===== src/rtl/debouncer.sv =====
// Per-bit synchronizing debouncer with registered rise/fall edge pulses.
// Optional two-flop input synchronizer enabled by defining DEBOUNCER_SYNC_EN.
module debouncer #(
  parameter int unsigned WIDTH         = 4,
  parameter int unsigned STABLE_CYCLES = 3
) (
  input  logic             clk,
  input  logic             rst,
  input  logic [WIDTH-1:0] pb_1,
  output logic [WIDTH-1:0] pb_out,
  output logic [WIDTH-1:0] rise,
  output logic [WIDTH-1:0] fall
);

  localparam int unsigned CNT_W = $clog2(STABLE_CYCLES + 1);
  localparam logic [CNT_W-1:0] TERM_CNT = CNT_W'(STABLE_CYCLES - 1);

  logic [WIDTH-1:0] s_in;

`ifdef DEBOUNCER_SYNC_EN
  logic [WIDTH-1:0] sync1_q, sync1_d;
  logic [WIDTH-1:0] sync2_q, sync2_d;

  always_comb begin
    sync1_d = pb_1;
    sync2_d = sync1_q;
  end

  always_ff @(posedge clk or posedge rst) begin
    if (rst) begin
      sync1_q <= '0;
      sync2_q <= '0;
    end else begin
      sync1_q <= sync1_d;
      sync2_q <= sync2_d;
    end
  end

  assign s_in = sync2_q;
`else
  assign s_in = pb_1;
`endif

  logic [CNT_W-1:0] cnt_q [WIDTH];
  logic [CNT_W-1:0] cnt_d [WIDTH];
  logic [WIDTH-1:0] pb_out_q, pb_out_d;
  logic [WIDTH-1:0] rise_q, rise_d;
  logic [WIDTH-1:0] fall_q, fall_d;

  // A differing input must persist until the terminal count; any agreement clears the count.
  always_comb begin
    pb_out_d = pb_out_q;
    for (int i = 0; i < int'(WIDTH); i++) begin
      cnt_d[i] = '0;
      if (s_in[i] != pb_out_q[i]) begin
        if (cnt_q[i] == TERM_CNT) begin
          pb_out_d[i] = s_in[i];
        end else begin
          cnt_d[i] = cnt_q[i] + CNT_W'(1);
        end
      end
    end
    rise_d = pb_out_d & ~pb_out_q;
    fall_d = ~pb_out_d & pb_out_q;
  end

  always_ff @(posedge clk or posedge rst) begin
    if (rst) begin
      for (int i = 0; i < int'(WIDTH); i++) begin
        cnt_q[i] <= '0;
      end
      pb_out_q <= '0;
      rise_q   <= '0;
      fall_q   <= '0;
    end else begin
      for (int i = 0; i < int'(WIDTH); i++) begin
        cnt_q[i] <= cnt_d[i];
      end
      pb_out_q <= pb_out_d;
      rise_q   <= rise_d;
      fall_q   <= fall_d;
    end
  end

  assign pb_out = pb_out_q;
  assign rise   = rise_q;
  assign fall   = fall_q;

endmodule


===== config.mk =====
export PLATFORM = sky130hd
export DESIGN_NAME = debouncer
export DESIGN_NICKNAME = d
export VERILOG_FILES = /design/src/rtl/debouncer.sv
export SDC_FILE = /design/constraint.sdc
export NUM_CORES = 1
export LEC_CHECK = 0
export CAP_MARGIN = 15
export CORE_UTILIZATION = 46
export CTS_CLUSTER_SIZE = 20
export DETAILED_ROUTE_END_ITERATION = 6
export PLACE_DENSITY = 0.71
export SYNTH_ARGS = -nofsm -noshare
export SYNTH_HDL_FRONTEND = slang
export SYNTH_SLANG_ARGS = --single-unit

===== constraint.sdc =====
create_clock -name clk -period 1.2 [get_ports clk]
set_input_delay 0.3 -clock clk [delete_from_list [all_inputs] [get_ports clk]]
set_output_delay 0.3 -clock clk [all_outputs]
set_load 0.02 [all_outputs]

layer_met2.png
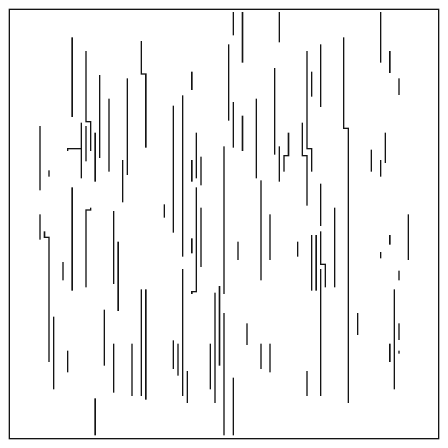
The longest straight run is 27.4 µm. The layer holds 51% of the routed length. The layer carries 536 µm of wire.

clocks.png
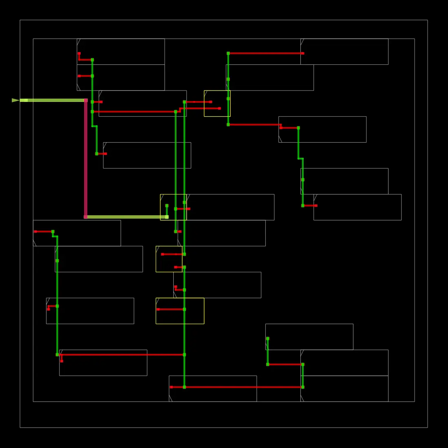
TritonCTS sink count: 20
FF+latch count: 20

logic_types.png
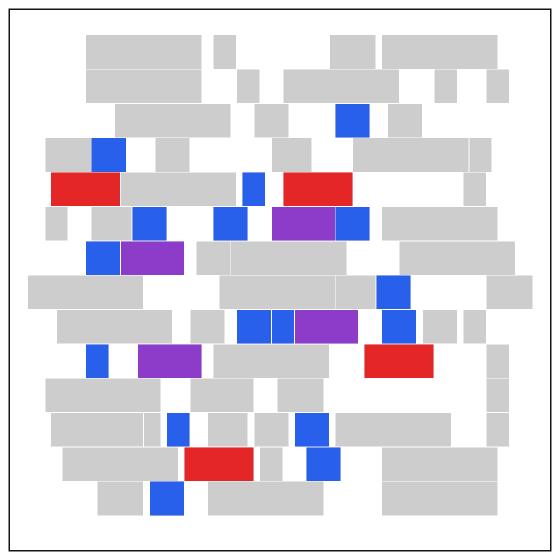
Key: nor cells = blue [cells 16, most used nor3b_1]; nand cells = purple [cells 4, most used nand2b_4, where center]; mux cells = red [cells 4, most used mux2_4]

layer_met1.png
Supply wires on this layer in gray.
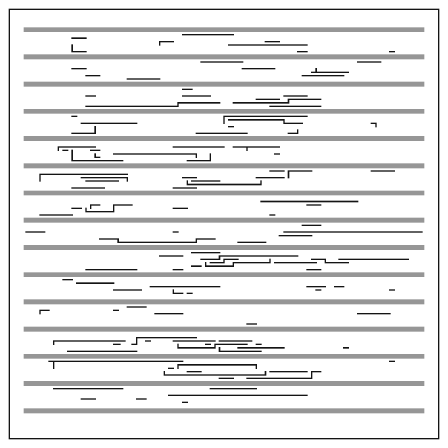
The longest straight run is 13.8 µm. The wires run mostly horizontal. The layer carries 458 µm of wire.

final cells by class:
type | count | share of cell area
sequential | 20 | 0.510
multi-input combinational | 28 | 0.265
timing repair buffer | 22 | 0.163
clock buffer | 4 | 0.0370
tap | 16 | 0.0204
inverter | 1 | 0.00383
what timing repair did:
action                     4_1_cts  5_1_grt
buffers inserted                 1        0
gates resized                   48        0
setup endpoints to repair       12        0
worst max-delay path by stage:
stage | startpoint | to | slack [ns] | depth (start not counted)
after global placement | pb_out[0]$_DFF_PP0_ | pb_out[0] | -0.11 | 1
final | pb_out[0]$_DFF_PP0_ | pb_out[0] | 0.06 | 1
after global routing | pb_out[0]$_DFF_PP0_ | pb_out[0] | 0.009 | 1
after detailed placement | pb_out[0]$_DFF_PP0_ | pb_out[0] | -0.12 | 1
after CTS | pb_out[0]$_DFF_PP0_ | pb_out[0] | 0.03 | 1
after floorplan | cnt_q[6]$_DFF_PP0_ | pb_out[0]$_DFF_PP0_ | 0.29 | 2
synth_stat cells:
cell type / number
sky130_fd_sc_hd__mux2_4: 4
sky130_fd_sc_hd__xnor2_1: 4
sky130_fd_sc_hd__nor3_1: 4
sky130_fd_sc_hd__inv_1: 1
sky130_fd_sc_hd__nor3b_1: 12
sky130_fd_sc_hd__dfrtp_1: 20
sky130_fd_sc_hd__nand2b_4: 4
state kept, by name, indices dropped and copies added (netlist names):
name    count
cnt_q       8
fall        4
pb_out      4
rise        4
kinds of logic after synthesis:
logic type | Yosys count
simple gates | 20
flops | 20
mux | 4
xor+xnor | 4
buf+inv | 1
per-stage QoR:
stage,setup TNS (ns),util
6_report,0,0.644
5_1_grt,0,0.644
4_1_cts,0,0.644
3_5_place_dp,-0.328,0.654
3_3_place_gp,-0.159,0.654
2_1_floorplan,0,-
layer usage:
layer	wire length (µm)	up-vias	track usage
met5	0	-	0
met4	12	0	0.0563
met3	54	2	0.0255
met2	535	11	0.224
met1	457	211	0.171
li1	-	219	-
tightest hold or removal path: stages:
cell and delay, ns:
sky130_fd_sc_hd__clkdlybuf4s50_1 0.40, sky130_fd_sc_hd__inv_1 0.09, sky130_fd_sc_hd__buf_12 0.17
where the power goes:
group / internal [W] / switching (W)
Sequential: 0.000887 / 0.000145
Clock: 0.000185 / 0.000185
Combinational: 0.000515 / 0.000406
Total: 0.00159 / 0.000735
==> summary.txt <==
This memo summarizes the results of the implementation run.

Clocking
The number of H-tree branching levels is 1. The root buffer cell chosen for the clock tree is sky130_fd_sc_hd__clkbuf_4. Clock-pin slew was measured on the worst setup and hold paths at 0.10 ns. The clock network latency to the later pin of the worst-skew pair is ~0.29 ns.

The number of buffers on the longest clock path is 2. The number of buffers created by CTS is 3.

Logic synthesis
The cell taking the most area after synthesis is sky130_fd_sc_hd__dfrtp_1. The top cell type's share of synthesized area is 0.655. Per the synth log, the flip-flop and latch total comes to 20. Averaged over all synthesized cells, the footprint is 15.6 µm².

Counting the warning lines in the Yosys log gives 0. Ranked by total cell area, the synthesized netlist is headed by sky130_fd_sc_hd__dfrtp_1 (65%), sky130_fd_sc_hd__nor3b_1 (12%), sky130_fd_sc_hd__mux2_4 (7.9%). The aoi/oai-family share of the synthesized area is 0. The arithmetic-cell share of the synthesized area counting full adders, half adders and majority gates is 0.

After synthesis the cells add up to roughly 760 µm². The post-synthesis xor/xnor area fraction is 0.0458. For this run, the register share of the synthesized area comes to 0.655. The stat command in Yosys gives a chip area of approximately 760 µm². The number of nets in the synthesized netlist is about 55. Per the synthesis report, the simple-gate share of the synthesized area is 0.216. The largest family of logic cells by area is simple AND/OR/NAND/NOR gates. In this run, distinct cell masters in the synthesized netlist total 7.

Finish
Per the final layout report, the fraction of cells sized above drive strength 1 comes to 0.387. The area overhead of the layout relative to synthesis is 28.3%. The footprint of the multi-input gates is around 260 µm². The storage element area is 500 µm².

For this run, the script counts the antenna cells in the layout as 0. The finished cells cover approximately 1000 µm². The number of nets in the layout is around 82.

The total of fill cells in the finished design is around 140.

Final timing
Final hold analysis gives a worst-case slack of ~0.32 ns. The count of final setup violators is 0. Setup repair after global routing left no endpoint under its margin.

The worst-margin pin slew is around 0.19 ns. The final clock period utilization by the worst path is 0.954. The final count of pins violating max slew is 0.

The time the final worst path needs with I/O delays and setup is roughly 1.1 ns. The relative slew slack is 0.870. The highest achievable clock rate is slightly below 0.9 GHz. The final critical-path setup slack is about 0.055 ns.

Die
The y dimension of the die is ~43 µm. The initialized floorplan defines 14 standard-cell rows. The die width is around 43 µm. The number of placed I/O pins is 18.

The chip occupies approximately 0.0018 mm². The starting density of the core is 0.502.

Drt
The detailed router reported a total wirelength of ~1.1 mm. The initial DRC count is 0. The detail route stage leaves a number of antenna-violating nets equal to 0. Per the detail_route report, routed wire per instance is 11.6 µm.

Per the detail_route report, the via count comes to approximately 440. The DRC violation count after routing is 0. Dividing the detail-routed via count by the number of cells gives around 4.9. The iteration count recorded for the first detailed-route pass is 1.

Critical path
The worst setup path is captured at a primary output. The worst setup path is launched from a flip-flop. The cell family contributing the most delay on the critical path is flip-flops. The launch point of the worst register-to-register path is recorded as pb_out[2]$_DFF_PP0_. The endpoint of the worst register-to-register path is cnt_q[3]$_DFF_PP0_.

The cell sequence reported for the critical path is buf_2. Per the STA report, the cell with the highest stage delay on the worst path is sky130_fd_sc_hd__dfrtp_1. The setup check on the worst reg-to-reg path leaves a slack of ~0.24 ns. The data arrival time at the worst-slack endpoint is approximately 0.84 ns. The top fanout value on the critical path is 2.

The buffering stage count on the worst path with inverters included is 1.

Status
The flow ran to the end, and the final reports show no timing, DRC or antenna violations.

Placement
Logged for this run, the post-placement worst setup slack is -0.117 ns. The global placer's final weighted congestion is just under 0.7. The total placed instance area is 997 µm². The total placed cells including tap cells is approximately 86. Port buffering added 17 buffers. The half-perimeter wire length after placement is 756 µm.

GRT
The number of global-route vias before repair is roughly 470. Overall routing resource usage recorded by global route was 0.135. After global routing the overflow that remains totals 0. The initial antenna violation count came to 0.

The first global-routing pass estimated 1.86 mm of wire. The maximum number of pins on one net before global-route repair is 21.

Min path
The type recorded for the worst min-delay path is input port to asynchronous set/reset pin.

Power and ir drop
In this run the static leakage power is between 0.4 and 0.5 nW. The overall power consumption is 0.00232 W. The power density over the cells is 2370 mW/mm². The maximum vdd drop is between 1000 and 1500 µV.
Power is estimated from default activity; no workload was simulated.
